layers.png
Bar = 50 um. Only two layers are drawn.
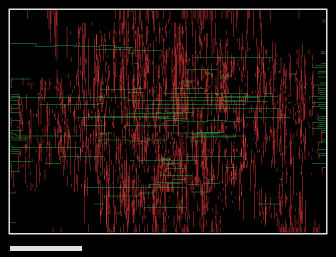
ff_map.png
Bar = 50 um.
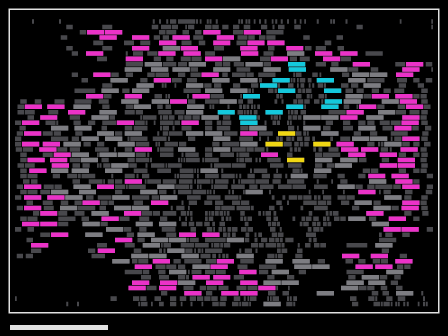
util_map.png
22 x 15 tiles, from black (low) to pale yellow (high), 0 to 100% covered.
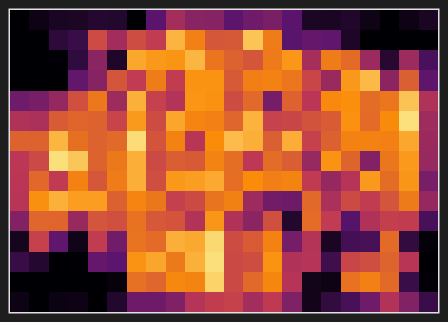
congestion_map.png
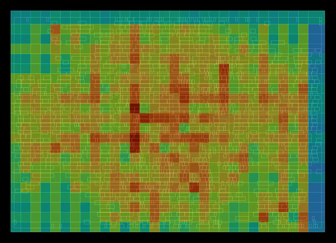
[src/rtl/uart_flit_assembler_pkg.sv]
// rtl/uart_flit_assembler_pkg.sv - flit, error-signal and assembler state types shared by rx assembly and tx serialisation
package uart_flit_assembler_pkg;

    localparam int FLIT_WIDTH = 128;
    localparam int FLIT_BYTES = FLIT_WIDTH / 8;

    typedef logic [FLIT_WIDTH-1:0] flit_t;
    typedef logic [15:0]           checksum_t;

    // Byte 0 of a flit is {version[3:0], flittype[3:0]}.
    typedef enum logic [3:0] {
        HEAD = 4'h0,
        BODY = 4'h1,
        TAIL = 4'h2,
        NOPE = 4'h3
    } flittype_t;

    typedef enum logic [31:0] {
        NO_ERROR            = 32'h0000_0000,
        RX_BUFFER_OVERFLOW  = 32'h0000_0001,
        GENERAL_FATAL_ERROR = 32'hFFFF_FFFF
    } signal_t;

    typedef enum logic [1:0] {
        ASM_IDLE,
        ASM_RECV,
        ASM_CHECK
    } asm_state_t;

    // Wrap-around sum of the seven payload words above the checksum field.
    function automatic checksum_t calc_checksum(input flit_t f);
        checksum_t sum;
        sum = '0;
        for (int i = 0; i < FLIT_BYTES/2 - 1; i++) begin
            sum = sum + f[FLIT_WIDTH-1-16*i -: 16];
        end
        return sum;
    endfunction

    function automatic flittype_t get_flittype(input flit_t f);
        return flittype_t'(f[FLIT_WIDTH-5 -: 4]);
    endfunction

endpackage

[src/rtl/flit_checksum.sv]
// rtl/flit_checksum.sv - combinational checksum compute and compare for one flit
module flit_checksum
    import uart_flit_assembler_pkg::*;
(
    input  flit_t     flit,
    output checksum_t checksum,
    output logic      match
);

    assign checksum = calc_checksum(flit);
    assign match    = (checksum == flit[15:0]);

endmodule

[src/rtl/uart_flit_assembler.sv]
// rtl/uart_flit_assembler.sv - UART byte stream to flit assembler with checksum filter; FLIT_ASM_STATS_EN adds error counters
module uart_flit_assembler
    import uart_flit_assembler_pkg::*;
#(
    parameter int TIMEOUT_CYCLES = 20000
) (
    input  logic        clk,
    input  logic        rst,
    input  logic [7:0]  rx_data,
    input  logic        rx_valid,
    output flit_t       flit_out,
    output logic        flit_valid,
    input  logic        flit_ready,
    output signal_t     err,
    output logic [15:0] chk_err_cnt,
    output logic [15:0] timeout_cnt
);

    localparam int TW = $clog2(TIMEOUT_CYCLES + 1);
    localparam logic [TW-1:0] TIMER_MAX = TW'(TIMEOUT_CYCLES - 1);

    asm_state_t     state, state_nxt;
    logic [3:0]     byte_idx, byte_idx_nxt;
    logic [TW-1:0]  timer, timer_nxt;
    flit_t          shift_reg;
    checksum_t      csum;
    logic           csum_ok;
    logic           is_nope;
    logic           timer_expired;
    logic           load;
    logic           overflow;

    flit_checksum u_checksum (
        .flit     (shift_reg),
        .checksum (csum),
        .match    (csum_ok)
    );

    assign is_nope       = (get_flittype(shift_reg) == NOPE);
    assign timer_expired = (timer == TIMER_MAX);

    always_comb begin
        state_nxt    = state;
        byte_idx_nxt = byte_idx;
        timer_nxt    = timer;
        load         = 1'b0;
        overflow     = 1'b0;
        case (state)
            ASM_IDLE: begin
                if (rx_valid) begin
                    byte_idx_nxt = 4'd1;
                    timer_nxt    = '0;
                    state_nxt    = ASM_RECV;
                end
            end
            ASM_RECV: begin
                if (rx_valid) begin
                    byte_idx_nxt = byte_idx + 4'd1;
                    timer_nxt    = '0;
                    if (byte_idx == 4'(FLIT_BYTES - 1)) begin
                        state_nxt = ASM_CHECK;
                    end
                end else if (timer_expired) begin
                    byte_idx_nxt = '0;
                    timer_nxt    = '0;
                    state_nxt    = ASM_IDLE;
                end else begin
                    timer_nxt = timer + 1'b1;
                end
            end
            ASM_CHECK: begin
                // Good non-NOPE flit either takes the slot or is dropped as overflow.
                if (csum_ok && !is_nope) begin
                    load     = !flit_valid || flit_ready;
                    overflow = flit_valid && !flit_ready;
                end
                if (rx_valid) begin
                    byte_idx_nxt = 4'd1;
                    timer_nxt    = '0;
                    state_nxt    = ASM_RECV;
                end else begin
                    byte_idx_nxt = '0;
                    state_nxt    = ASM_IDLE;
                end
            end
            default: begin
                byte_idx_nxt = '0;
                timer_nxt    = '0;
                state_nxt    = ASM_IDLE;
            end
        endcase
    end

    always_ff @(posedge clk or posedge rst) begin
        if (rst) begin
            state      <= ASM_IDLE;
            byte_idx   <= '0;
            timer      <= '0;
            shift_reg  <= '0;
            flit_out   <= '0;
            flit_valid <= 1'b0;
            err        <= NO_ERROR;
        end else begin
            state    <= state_nxt;
            byte_idx <= byte_idx_nxt;
            timer    <= timer_nxt;
            if (rx_valid) begin
                shift_reg <= {shift_reg[FLIT_WIDTH-9:0], rx_data};
            end
            if (load) begin
                flit_out <= shift_reg;
            end
            flit_valid <= load || (flit_valid && !flit_ready);
            err        <= overflow ? RX_BUFFER_OVERFLOW : NO_ERROR;
        end
    end

`ifdef FLIT_ASM_STATS_EN
    logic [15:0] chk_cnt_q;
    logic [15:0] to_cnt_q;

    always_ff @(posedge clk or posedge rst) begin
        if (rst) begin
            chk_cnt_q <= '0;
            to_cnt_q  <= '0;
        end else begin
            if (state == ASM_CHECK && !csum_ok && chk_cnt_q != 16'hFFFF) begin
                chk_cnt_q <= chk_cnt_q + 16'd1;
            end
            if (state == ASM_RECV && !rx_valid && timer_expired && to_cnt_q != 16'hFFFF) begin
                to_cnt_q <= to_cnt_q + 16'd1;
            end
        end
    end

    assign chk_err_cnt = chk_cnt_q;
    assign timeout_cnt = to_cnt_q;
`else
    assign chk_err_cnt = 16'h0000;
    assign timeout_cnt = 16'h0000;
`endif

endmodule

[config.mk]
export PLATFORM = sky130hd
export DESIGN_NAME = uart_flit_assembler
export DESIGN_NICKNAME = d
export VERILOG_FILES = /design/src/rtl/uart_flit_assembler_pkg.sv /design/src/rtl/flit_checksum.sv /design/src/rtl/uart_flit_assembler.sv
export SDC_FILE = /design/constraint.sdc
export NUM_CORES = 1
export LEC_CHECK = 0
export CORE_ASPECT_RATIO = 0.7
export CORE_MARGIN = 2
export CORE_UTILIZATION = 45
export DETAILED_ROUTE_END_ITERATION = 12
export PLACE_DENSITY = 0.68
export SLEW_MARGIN = 20
export SYNTH_ARGS = -nofsm -noshare
export SYNTH_HDL_FRONTEND = slang
export SYNTH_SLANG_ARGS = --single-unit
[constraint.sdc]
create_clock -name clk -period 9.65 [get_ports clk]
set_input_delay 0.965 -clock clk [delete_from_list [all_inputs] [get_ports clk]]
set_output_delay 0.965 -clock clk [all_outputs]
set_load 0.01 [all_outputs]
==> impl_metrics.csv <==
group,metric,value,unit
sta,finalSetupViolCount,0,
die,dieArea,33700,um2
global_route,grt_first_pass_wirelength,51.4,mm
yosys,syn_avg_cell_area,13.9,um2
cts,clockRootBuffer,"clkbuf_16",
yosys,most_common_cell,"dfrtp_1",
place,portBuffers,141,
sta,slew_viol_final,0,
yosys,synth-seq-cells,279,
drt,vias_per_cell,5.02,
worst_setup_path,r2r_start,"shift_reg[18]",
flow_run,tool_warnings,28,
drt,routed_wl,32.9,mm
yosys,syn_area,14500,um2
die,die_y,154,um
cts,clock-sinks,279,
cts,insertion_delay,0.55,ns
sta,clock_skew,0.0203,ns
layout,finish.net_count,1287,
yosys,syn_inst,1046,
yosys,edf_count,0,
drt,drcViolationCount,0,
sta,rsz0062_at_grt,"no",
sta,relSlewSlack,0.237,
worst_setup_path,worstSetupEndpointType,"flip-flop",
global_route,grt_pass1_vias,8275,
yosys,ys_dominant_reg_cell,"dfrtp_1",
yosys,yosys.area.top_type,"dfrtp_1",
sta,fin_ws,2.76,ns
cts,cts_buffers,27,
sta,fmax,145,MHz
layout,drive_above_1_share,0.229,
sta,finalClockPeriodUsage,0.714,
worst_setup_path,critPathLaunchType,"flip-flop",
cts,cts_tree,"done",
layout,syn_to_final_growth,16.2,%
die,core_util_floorplan,0.461,
yosys,yosys-top-cells-count,"dfrtp_1 (279), mux2_2 (123), mux2_4 (100), inv_1 (94), fa_1 (72)",
flow_run,maxCapViolations,0,
worst_setup_path,crit_family,"adder cells",
worst_hold_path,holdCritPathClass,"flip-flop to flip-flop",
place,dp_hpwl,24.1,mm
cts,htree_levels,1,
global_route,antenna_found_initial,1,
yosys,synth.distinct_cells,60,
outcome,status,"finished clean",
drt,firstDrtPassIters,5,
place,dpl_worst_slack,2.74,ns
sta,fin_setup_tns,0,ns
layout,n_antenna_cell,0,
global_route,grt_max_degree,184,
yosys,ys_area,14500,um2
cts,post-cts-setup-buffers,0,
die,fp.dieW,218,um
place,gp_congestion,0.870,
die,ios,205,
yosys,top_cell_area_share,0.482,
worst_setup_path,path_cells,"fa_1 -> inv_1 -> fa_1 -> fa_1 -> inv_1 -> fa_1 -> fa_1 -> nand2b_1 -> nand3_1 -> or3b_1 -> or4b_1 -> a2111oi_2 -> and4bb_1 -> and4bb_4 -> buf_4 -> mux2_4",
worst_setup_path,crit_type,"flip-flop to flip-flop",
cts,cts_buffer_depth,3,
cts,path_clk_slew,0.06,ns
sta,worst_pin_slew,1.14,ns
cts,cts_hold_buf,0,
sta,final-hold-violation-count,0,
die,coreArea,31400,um2
yosys,async_reset_ff_frac,1.00,
worst_setup_path,slowest_stage,"and4bb_4",
yosys,yosysWarnings,0,
worst_setup_path,cp_max_fo,50,
worst_setup_path,critPathMaxStageDelay,0.88,ns
yosys,ys_cells,1046,
worst_setup_path,worstPathArrival,7.31,ns
Notes on layers.png above:
red -> M2  # wire length 13500 um
green -> M3  # wire length 2300 um

Notes on ff_map.png above:
magenta -> flit_out  # sequential cells 128, where widely spread
yellow -> byte_idx  # sequential cells 4
cyan -> timer  # sequential cells 15

Notes on util_map.png above:
fullest tile = 93%
mean over tiles = 48%
nearly empty tiles = 8.5%
tiles over 75% full = 16%

Notes on congestion_map.png above:
average wire per standard cell: 20.2 um
met3 Usage GRT: 0.0491
total track usage: 0.200
routing usage on met1: 0.320
met2 Track Usage GR: 0.274

==> per-stage QoR <==
| stage | instance area, um2 | std cells | hold WS, ns |
|---|---|---|---|
| after detailed placement | 15900 | 1575 | 0.475 |
| after global routing | 16800 | 1624 | 0.502 |
| final | 16800 | 1624 | 0.484 |
| after global placement | 15900 | 1575 | 0.472 |
| after CTS | 16800 | 1624 | 0.490 |
| after floorplan | 14700 | 1108 | 0.464 |
==> cells by family (layout without fill, tap and decap cells) <==
group / after synthesis / count (layout) / share of synthesized area
AOI/OAI and AO/OA: 69 / 69 / 0.0297
and+or+nand+nor: 114 / 114 / 0.0425
DFF: 279 / 279 / 0.482
xor gates and xnor gates: 45 / 45 / 0.0272
muxes: 253 / 253 / 0.222
adders and majority gates: 91 / 91 / 0.116
buffers and inverters: 194 / 290 / 0.0805
other: 1 / 63 / 0.000259
==> worst reg2reg max path, delay by kind of cell, from the launching register on <==
kind	cells	cell delay [ns]
buffers and inverters	3	0.80
DFF	1	0.42
muxes	1	0.38
adders and majority gates	5	2.73
and+or+nand+nor	6	2.16
AOI/OAI and AO/OA	1	0.29
==> worst paths after layout <==
path | slack [ns] | end | cells past startpoint
max reg2reg | 2.76 | flit_out[53] | 16
min reg2reg | 0.48 | flit_out[120] | 1
max | 2.76 | flit_out[53] | 16
min in group asynchronous | 0.92 | flit_out[32] | 2
max in group asynchronous | 7.21 | shift_reg[83] | 3
min | 0.48 | flit_out[120] | 1
==> layout make-up <==
cell class | count | area [um2]
clock buffer | 40 | 795
clock inverter | 9 | 128
fill | 2658 | 14600
inverter | 95 | 364
multi-input combinational | 635 | 6580
sequential | 279 | 6980
tap | 420 | 526
timing repair buffer | 146 | 1470
==> cells in the final DEF (no fill, tap or decap), drive strengths merged, types with 5 or more instances in the layout <==
cell type      instances
dfrtp                279
clkinv                 6
clkbuf                40
a21oi                 20
nand3                 17
xnor2                 30
conb                  63
a21o                   5
clkdlybuf4s50        140
nor3                   5
buf                    6
inv                   95
nand2b                 8
nor2                  23
mux2                 251
nand4                  8
fa                    72
nand2                 23
and3                   5
o21ai                 24
ha                    19
xor2                  15
==> per-layer routing <==
layer / up-vias / part of all wire / GRT usage
li1: 3688 / - / -
met1: 4205 / 0.50 / 0.320
met2: 226 / 0.41 / 0.274
met3: 35 / 0.070 / 0.0491
met4: 0 / 0.016 / 0.0353
met5: - / 0 / 0
